===== config.mk =====
export PLATFORM = sky130hd
export DESIGN_NAME = cache_assoc
export DESIGN_NICKNAME = d
export VERILOG_FILES = /design/src/rtl/cache_assoc.sv
export SDC_FILE = /design/constraint.sdc
export NUM_CORES = 2
export LEC_CHECK = 0
export CORE_MARGIN = 2
export CORE_UTILIZATION = 50
export CTS_CLUSTER_SIZE = 16
export DETAILED_ROUTE_END_ITERATION = 7
export MAX_ROUTING_LAYER = met4
export PLACE_DENSITY = 0.66
export SLEW_MARGIN = 10
export SYNTH_ARGS = -nofsm -noshare
export SYNTH_HDL_FRONTEND = slang
export SYNTH_SLANG_ARGS = --single-unit
export TNS_END_PERCENT = 10

===== constraint.sdc =====
create_clock -name clk -period 9.5 [get_ports clk]
set_clock_uncertainty 0.2 [all_clocks]
set_input_delay 2.375 -clock clk [delete_from_list [all_inputs] [get_ports clk]]
set_output_delay 2.375 -clock clk [all_outputs]
set_load 0.03 [all_outputs]

===== src/rtl/cache_assoc.sv =====
// cache_assoc: set-associative write-through, no-write-allocate cache with blocking line fill
module cache_assoc #(
  parameter int DATA_W      = 16,
  parameter int ADDR_W      = 16,
  parameter int SETS        = 8,
  parameter int WAYS        = 2,
  parameter int BLOCK_WORDS = 8
)(
  input  logic              clk,
  input  logic              rst,
  input  logic              pipe_MemRead,
  input  logic [ADDR_W-1:0] pipe_read_addr,
  input  logic              pipe_MemWrite,
  input  logic [ADDR_W-1:0] pipe_mem_write_addr,
  input  logic [DATA_W-1:0] pipe_mem_write_data,
  input  logic              MemDataValid,
  input  logic [DATA_W-1:0] mem_read_data,
  output logic              cache_MemRead,
  output logic              cache_MemWrite,
  output logic [ADDR_W-1:0] cache_mem_addr,
  output logic [DATA_W-1:0] cache_mem_write_data,
  output logic [DATA_W-1:0] cache_data_out,
  output logic              CacheFinish,
  output logic              CacheBusy
);
  localparam int OFF = $clog2(BLOCK_WORDS) + 1;
  localparam int IDX = $clog2(SETS);
  localparam int TAG = ADDR_W - OFF - IDX;
  localparam int WB  = OFF - 1;
  localparam logic [1:0] IDLE  = 2'd0;
  localparam logic [1:0] FILL  = 2'd1;
  localparam logic [1:0] WRITE = 2'd2;

  logic [1:0]        state_q, state_d;
  logic [WB-1:0]     cnt_q, cnt_d;
  logic              vic_q, vic_d;
  logic [TAG-1:0]    ftag_q, ftag_d;
  logic [IDX-1:0]    fidx_q, fidx_d;
  logic [ADDR_W-1:0] waddr_q, waddr_d;
  logic [DATA_W-1:0] wdata_q, wdata_d;
  logic [SETS-1:0]   lru_q, lru_d;
  logic [SETS-1:0]   valid_q [WAYS];
  logic [SETS-1:0]   valid_d [WAYS];
  logic [TAG-1:0]    tag_q [WAYS][SETS];
  logic [DATA_W-1:0] data_q [WAYS][SETS][BLOCK_WORDS];

  logic [ADDR_W-1:0] la;
  logic [TAG-1:0]    l_tag;
  logic [IDX-1:0]    l_idx;
  logic [WB-1:0]     l_word;
  logic              hit, hit_way, victim;
  logic              dwe, dway, tag_we;
  logic [IDX-1:0]    didx;
  logic [WB-1:0]     dword;
  logic [DATA_W-1:0] dwdata;
  logic              mrd, mwr, fin, busy;
  logic [ADDR_W-1:0] maddr;
  logic [DATA_W-1:0] mwdata, dout;
  logic              unused_ok;

  // Byte-select bit of word-aligned addresses carries no information
  assign unused_ok = ^{pipe_read_addr[0], pipe_mem_write_addr[0]};

  assign la     = pipe_MemWrite ? pipe_mem_write_addr : pipe_read_addr;
  assign l_tag  = la[ADDR_W-1:OFF+IDX];
  assign l_idx  = la[OFF+IDX-1:OFF];
  assign l_word = la[OFF-1:1];
  assign victim = (WAYS == 1) ? 1'b0 :
                  !valid_q[0][l_idx] ? 1'b0 :
                  !valid_q[WAYS-1][l_idx] ? 1'b1 : lru_q[l_idx];

  always_comb begin
    hit     = 1'b0;
    hit_way = 1'b0;
    for (int w = 0; w < WAYS; w++)
      if (!hit && valid_q[w][l_idx] && tag_q[w][l_idx] == l_tag) begin
        hit     = 1'b1;
        hit_way = 1'(w);
      end
  end

  always_comb begin
    state_d = state_q;
    cnt_d   = cnt_q;
    vic_d   = vic_q;
    ftag_d  = ftag_q;
    fidx_d  = fidx_q;
    waddr_d = waddr_q;
    wdata_d = wdata_q;
    lru_d   = lru_q;
    valid_d = valid_q;
    tag_we  = 1'b0;
    dwe     = 1'b0;
    dway    = hit_way;
    didx    = l_idx;
    dword   = l_word;
    dwdata  = pipe_mem_write_data;
    mrd     = 1'b0;
    mwr     = 1'b0;
    maddr   = '0;
    mwdata  = '0;
    dout    = '0;
    fin     = 1'b0;
    busy    = 1'b0;
    case (state_q)
      IDLE: begin
        if (pipe_MemWrite) begin
          busy    = 1'b1;
          state_d = WRITE;
          waddr_d = pipe_mem_write_addr;
          wdata_d = pipe_mem_write_data;
          if (hit) begin
            dwe          = 1'b1;
            lru_d[l_idx] = ~hit_way;
          end
        end else if (pipe_MemRead && hit) begin
          fin          = 1'b1;
          dout         = data_q[hit_way][l_idx][l_word];
          lru_d[l_idx] = ~hit_way;
        end else if (pipe_MemRead) begin
          busy    = 1'b1;
          state_d = FILL;
          cnt_d   = '0;
          vic_d   = victim;
          ftag_d  = l_tag;
          fidx_d  = l_idx;
        end
      end
      FILL: begin
        busy  = 1'b1;
        mrd   = 1'b1;
        maddr = {ftag_q, fidx_q, cnt_q, 1'b0};
        if (MemDataValid) begin
          dwe    = 1'b1;
          dway   = vic_q;
          didx   = fidx_q;
          dword  = cnt_q;
          dwdata = mem_read_data;
          cnt_d  = cnt_q + 1'b1;
          // Line becomes visible only once its last word has landed
          if (cnt_q == WB'(BLOCK_WORDS - 1)) begin
            valid_d[vic_q][fidx_q] = 1'b1;
            tag_we                 = 1'b1;
            lru_d[fidx_q]          = ~vic_q;
            state_d                = IDLE;
          end
        end
      end
      WRITE: begin
        busy    = 1'b1;
        mwr     = 1'b1;
        maddr   = waddr_q;
        mwdata  = wdata_q;
        fin     = MemDataValid;
        state_d = MemDataValid ? IDLE : WRITE;
      end
      default: state_d = IDLE;
    endcase
  end

  always_ff @(posedge clk) begin
    if (rst) begin
      state_q <= IDLE;
      cnt_q   <= '0;
      vic_q   <= 1'b0;
      lru_q   <= '0;
      for (int w = 0; w < WAYS; w++) valid_q[w] <= '0;
    end else begin
      state_q <= state_d;
      cnt_q   <= cnt_d;
      vic_q   <= vic_d;
      lru_q   <= lru_d;
      valid_q <= valid_d;
    end
  end

  always_ff @(posedge clk) begin
    ftag_q  <= ftag_d;
    fidx_q  <= fidx_d;
    waddr_q <= waddr_d;
    wdata_q <= wdata_d;
    if (dwe && !rst) data_q[dway][didx][dword] <= dwdata;
    if (tag_we && !rst) tag_q[vic_q][fidx_q] <= ftag_q;
  end

  assign cache_MemRead        = mrd & ~rst;
  assign cache_MemWrite       = mwr & ~rst;
  assign CacheFinish          = fin & ~rst;
  assign CacheBusy            = busy & ~rst;
  assign cache_mem_addr       = rst ? '0 : maddr;
  assign cache_mem_write_data = rst ? '0 : mwdata;
  assign cache_data_out       = rst ? '0 : dout;
endmodule


==> impl_metrics.toml <==
# flow metrics
[route]
drt-initial-drc-count = 9138
vias_per_cell = 6.44
antenna_left = 0
drc = 0
drt_first_pass_iters = 6

[yosys]
xor_share_pct = 0.178
ys_cells = 6193
synthCells = 6193
ys.flops = 2266
ys_warn_count = 0
synth_chip_area_um2 = 88600
synth_seq_share_pct = 76.4
ys.flop_type = "edfxtp_1"
synth.distinct_cells = 77
synth-edff-count = 2236
topCombFamilyByArea = "simple AND/OR/NAND/NOR gates"
synth.avg_cell_area_um2 = 14.3
simple_gate_share_pct = 11.1
adder_share_pct = 0.0847
synth-async-reset-ratio_pct = 0
synthAoiAreaFrac_pct = 7.65
ys_sh_mux_pct = 2.39
synth.cell_area_um2 = 88600
syn_nets = 6268

[finish]
nets = 6969
instances_no_fill = 9424
reg_top3 = "data_q (2048), tag_q (144)"
top_register = "data_q"
area_growth_pct = 21.5
drive_above_1_share_pct = 20.4
largest_register_ff_count = 2048
final_util_pct = 61.1

[power]
netSwitchingPower_mw = 4.86
p_per_area_nw_per_um2 = 198
clockPowerShare_pct = 40.8
internal_power_mw = 16.5
leakage_nw = 35.6
switching_share_pct = 22.8
peakVddDrop_mv = 0.176
pwr-share-seq_pct = 52.1
pwr-share-comb_pct = 7.0

[die]
rows = 154
die_area_um2 = 181000
fp.dieH_um = 425
initCoreUtil_pct = 50.3
coreArea_um2 = 176000
top_level_ports = 121
fp.dieW_um = 425

[final_timing]
fmax_mhz = 101
drv_slew = 0
fin_crit_ns = 9.86
timing.final.crit_share_pct = 104
whs_ns = 0.278
slew_headroom_pct = 18.1
setup-violations-final = 16
rsz0062_at_grt = "yes"
fin_tns_setup_ns = -4.00
setup_slack_ns = -0.355
final_hold_viol_count = 0
worst_slew_pin_slew_ns = 1.22

[worst_setup_path]
max_stage_delay_ns = 0.74
startpoint_type = "primary input"
required_ns = 6.93
worst_path_dominant_cell_family = "simple AND/OR/NAND/NOR gates"
crit_arrival_ns = 7.28
crit_buf_inv = 10
critical_path_class = "primary input to output pin"
worstPathMaxFanout = 7
path_cells = "buf_12 -> buf_4 -> or3b_4 -> buf_6 -> a21oi_4 -> nor4_2 -> xnor2_1 -> o2111ai_2 -> a211o_1 -> nor4_4 -> buf_12 -> nand2b_4 -> buf_6 -> nor2_4 -> buf_12 -> buf_4 -> a221o_1 -> nor2_1 -> nor4_1 -> buf_4 -> nor3_1 -> nor4_4 -> buf_6 -> buf_12"
cp_slowest_cell = "nor3_1"
cp-end-kind = "output pin"
cpMostUsedCell = "buf_12"

[clock_network]
cts_buffers = 222
cts_sinks = 2266
htreeDepth = 4
cts-resized-gates = 178
clk_pin_slew_ns = 0.07
cts_tree = "done"
clock.latency.late_pin_ns = 0.88
clock-root-buffer = "clkbuf_16"
postCtsSetupRepairBufs = 15
cts_hold_repair.buffers = 0
clock_path_buffers = 3

[place]
placed_cells = 8903
place_congestion = 0.928
hpwlAfterDp_mm = 170
port_buffers = 119

[global_routing]
grt_overflow = 0
grt_pass1_vias = 56782
grt_pass1_wl_mm = 406
antenna_found_initial = 8
grt_max_degree = 100

[flow_run]
cap_violations = 0
tool_warnings = 33

[outcome]
violations = "negative setup slack"
status = "finished with violations"

[worst_hold_path]
hp-class = "flop to flop"
==> worst register-to-register path, cell delays in order (launching register included) <==
cell and delay [ns]:
edfxtp_1 0.42, a21oi_4 0.06, nor4_2 0.33, xnor2_1 0.19, o2111ai_2 0.14, a211o_1 0.36, nor4_4 0.29, buf_12 0.18
buf_4 0.19, or2_2 0.17, nand3_1 0.10, nor2_1 0.14, a21oi_1 0.05, nor2_1 0.77, nand2_1 0.84, nor2_1 0.74
buf_4 0.38
==> worst paths after layout <==
kind | start | end | slack [ns] | cells past startpoint
setup / recovery | pipe_MemWrite | cache_data_out[2] | -0.36 | 24
hold reg to reg | valid_q[11] | valid_q[11] | 0.28 | 2
hold / removal | valid_q[11] | valid_q[11] | 0.28 | 2
setup reg to reg | tag_q[0][18] | data_q[1][165] | 3.59 | 16
==> per-layer routing <==
metal / part of all wire, % / track usage (%) / vias up
met4: 5.2 / 15.1 / 0
met3: 14 / 7.88 / 824
li1: - / - / 25068
met2: 45 / 47.9 / 4615
met5: 0 / - / -
met1: 36 / 42.5 / 30181
==> power groups by stage <==
stage	logic (mW)	registers, mW	clock network (mW)
2_1_floorplan	0.590	11.3	0
3_3_place_gp	1.33	11.3	0
3_5_place_dp	1.35	11.3	0
4_1_cts	1.40	11.1	8.74
5_1_grt	1.53	11.1	9.12
6_report	1.50	11.1	8.70
==> cell usage in the layout, fill, tap and decap left out, types with 30 or more instances in the layout <==
cell,netlist,layout
a31oi_1,61,57
buf_12,0,96
clkdlybuf4s50_1,0,94
clkbuf_1,208,35
nor2_1,320,233
a32oi_1,67,62
nand2_1,1326,1297
mux2i_1,165,160
nand3_1,401,393
buf_6,9,55
clkbuf_16,0,237
o22ai_1,191,187
nand4_1,69,69
clkinv_2,0,41
o21ai_0,56,46
clkinv_1,0,65
a221o_1,94,94
nor3_1,57,38
dfxtp_1,30,30
nor2_2,1,79
buf_4,27,578
edfxtp_1,2236,2236
a21oi_1,215,189
==> through the flow <==
stage          power (mW)  area, um2  worst slack [ns]
2_1_floorplan        11.9      88600            0.0978
3_3_place_gp         12.7      97300             -1.20
3_5_place_dp         12.7      97300             -1.19
4_1_cts              21.3     106000            -0.180
5_1_grt              21.8     108000            -0.444
6_report             21.3     108000            -0.355
==> Yosys cell counts, types with 25 or more instances <==
library cell / number / area [um2]
a22oi_1: 33 / 248
nand4_1: 69 / 432
clkbuf_1: 208 / 781
o22ai_1: 191 / 1190
nand3_1: 401 / 2010
or3_1: 29 / 181
a211oi_1: 34 / 255
nor2_1: 320 / 1200
mux2_2: 25 / 282
nand2_1: 1326 / 4980
dfxtp_1: 30 / 601
mux2i_1: 165 / 1650
a31oi_1: 61 / 382
a221o_1: 94 / 941
buf_1: 47 / 176
nor3_1: 57 / 285
buf_4: 27 / 203
buf_2: 109 / 546
o21ai_0: 56 / 280
a21oi_1: 215 / 1080
nor4_1: 27 / 169
o221ai_1: 33 / 289
edfxtp_1: 2236 / 67100
a32oi_1: 67 / 587
inv_1: 28 / 105
==> layout make-up <==
cell class	instances	area [um2]
multi-input combinational	3498	20700
clock inverter	154	1450
clock buffer	257	5690
fill	12862	68400
timing repair buffer	877	9010
sequential	2266	67700
antenna	3	7.51
tap	2340	2930
inverter	29	125
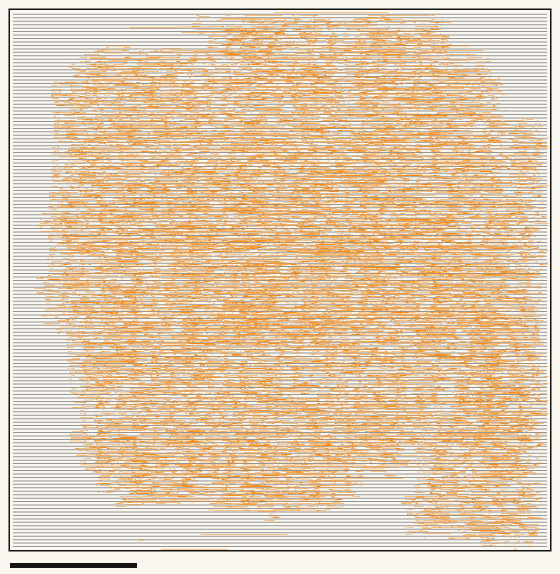
m1.png
Bar = 100 um. Supply wires on this layer in gray.
main direction	horizontal
nets with wire on the layer	6571
longest straight run	92.0 um
wire length on this layer	104 mm
share of all routed wire	36%
final WL: 291 mm
via count: 60688

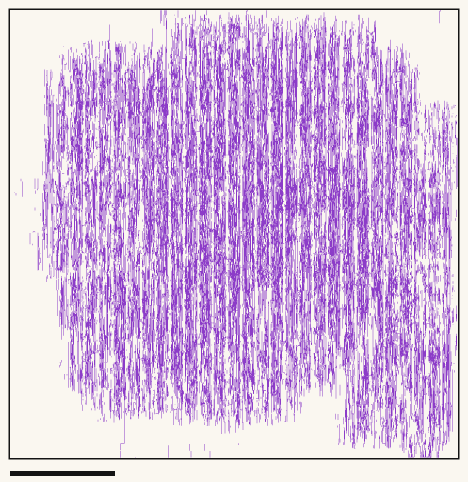
m2.png
Bar = 100 um.
nets with wire on the layer	5699
longest straight run	131 um
main direction	vertical
share of all routed wire	45%
met2 Usage GRT: 47.9%

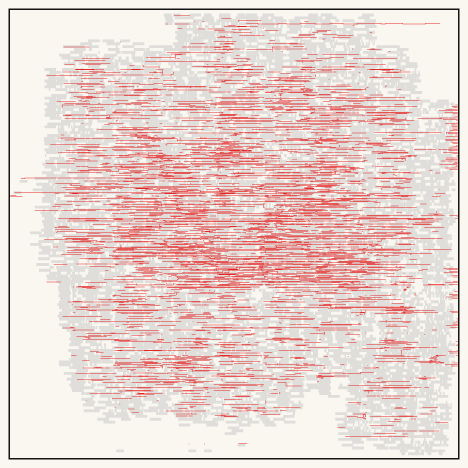
m3.png
longest straight run	163 um
nets with wire on the layer	971
wire length on this layer	40.6 mm

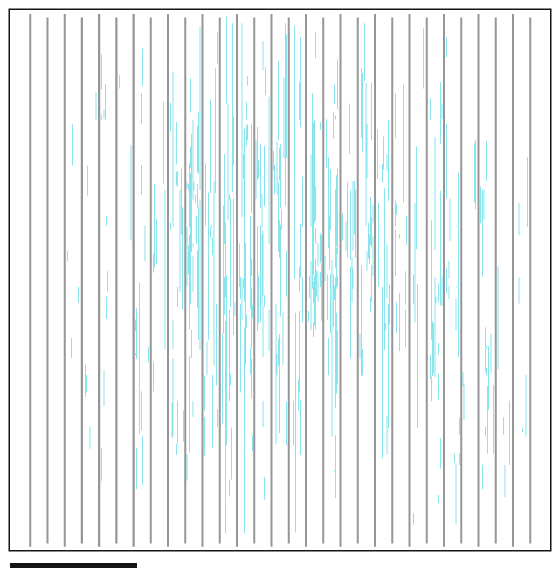
m4.png
Bar = 100 um. Supply wires on this layer in gray.
wire length on this layer	15000 um
share of all routed wire	5.2%
main direction	vertical
longest straight run	199 um

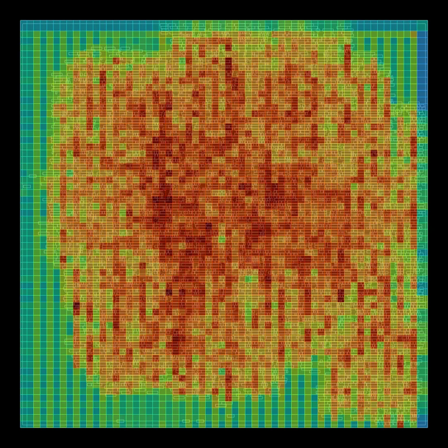
congestion_map.png
GR Util met1: 42.5%
gr usage total: 32.4%
met3 Use GR: 7.88%
Top Usage Layer GRT: met2
WL per Instance: 30.9 um

Power and IR drop assume default switching activity.
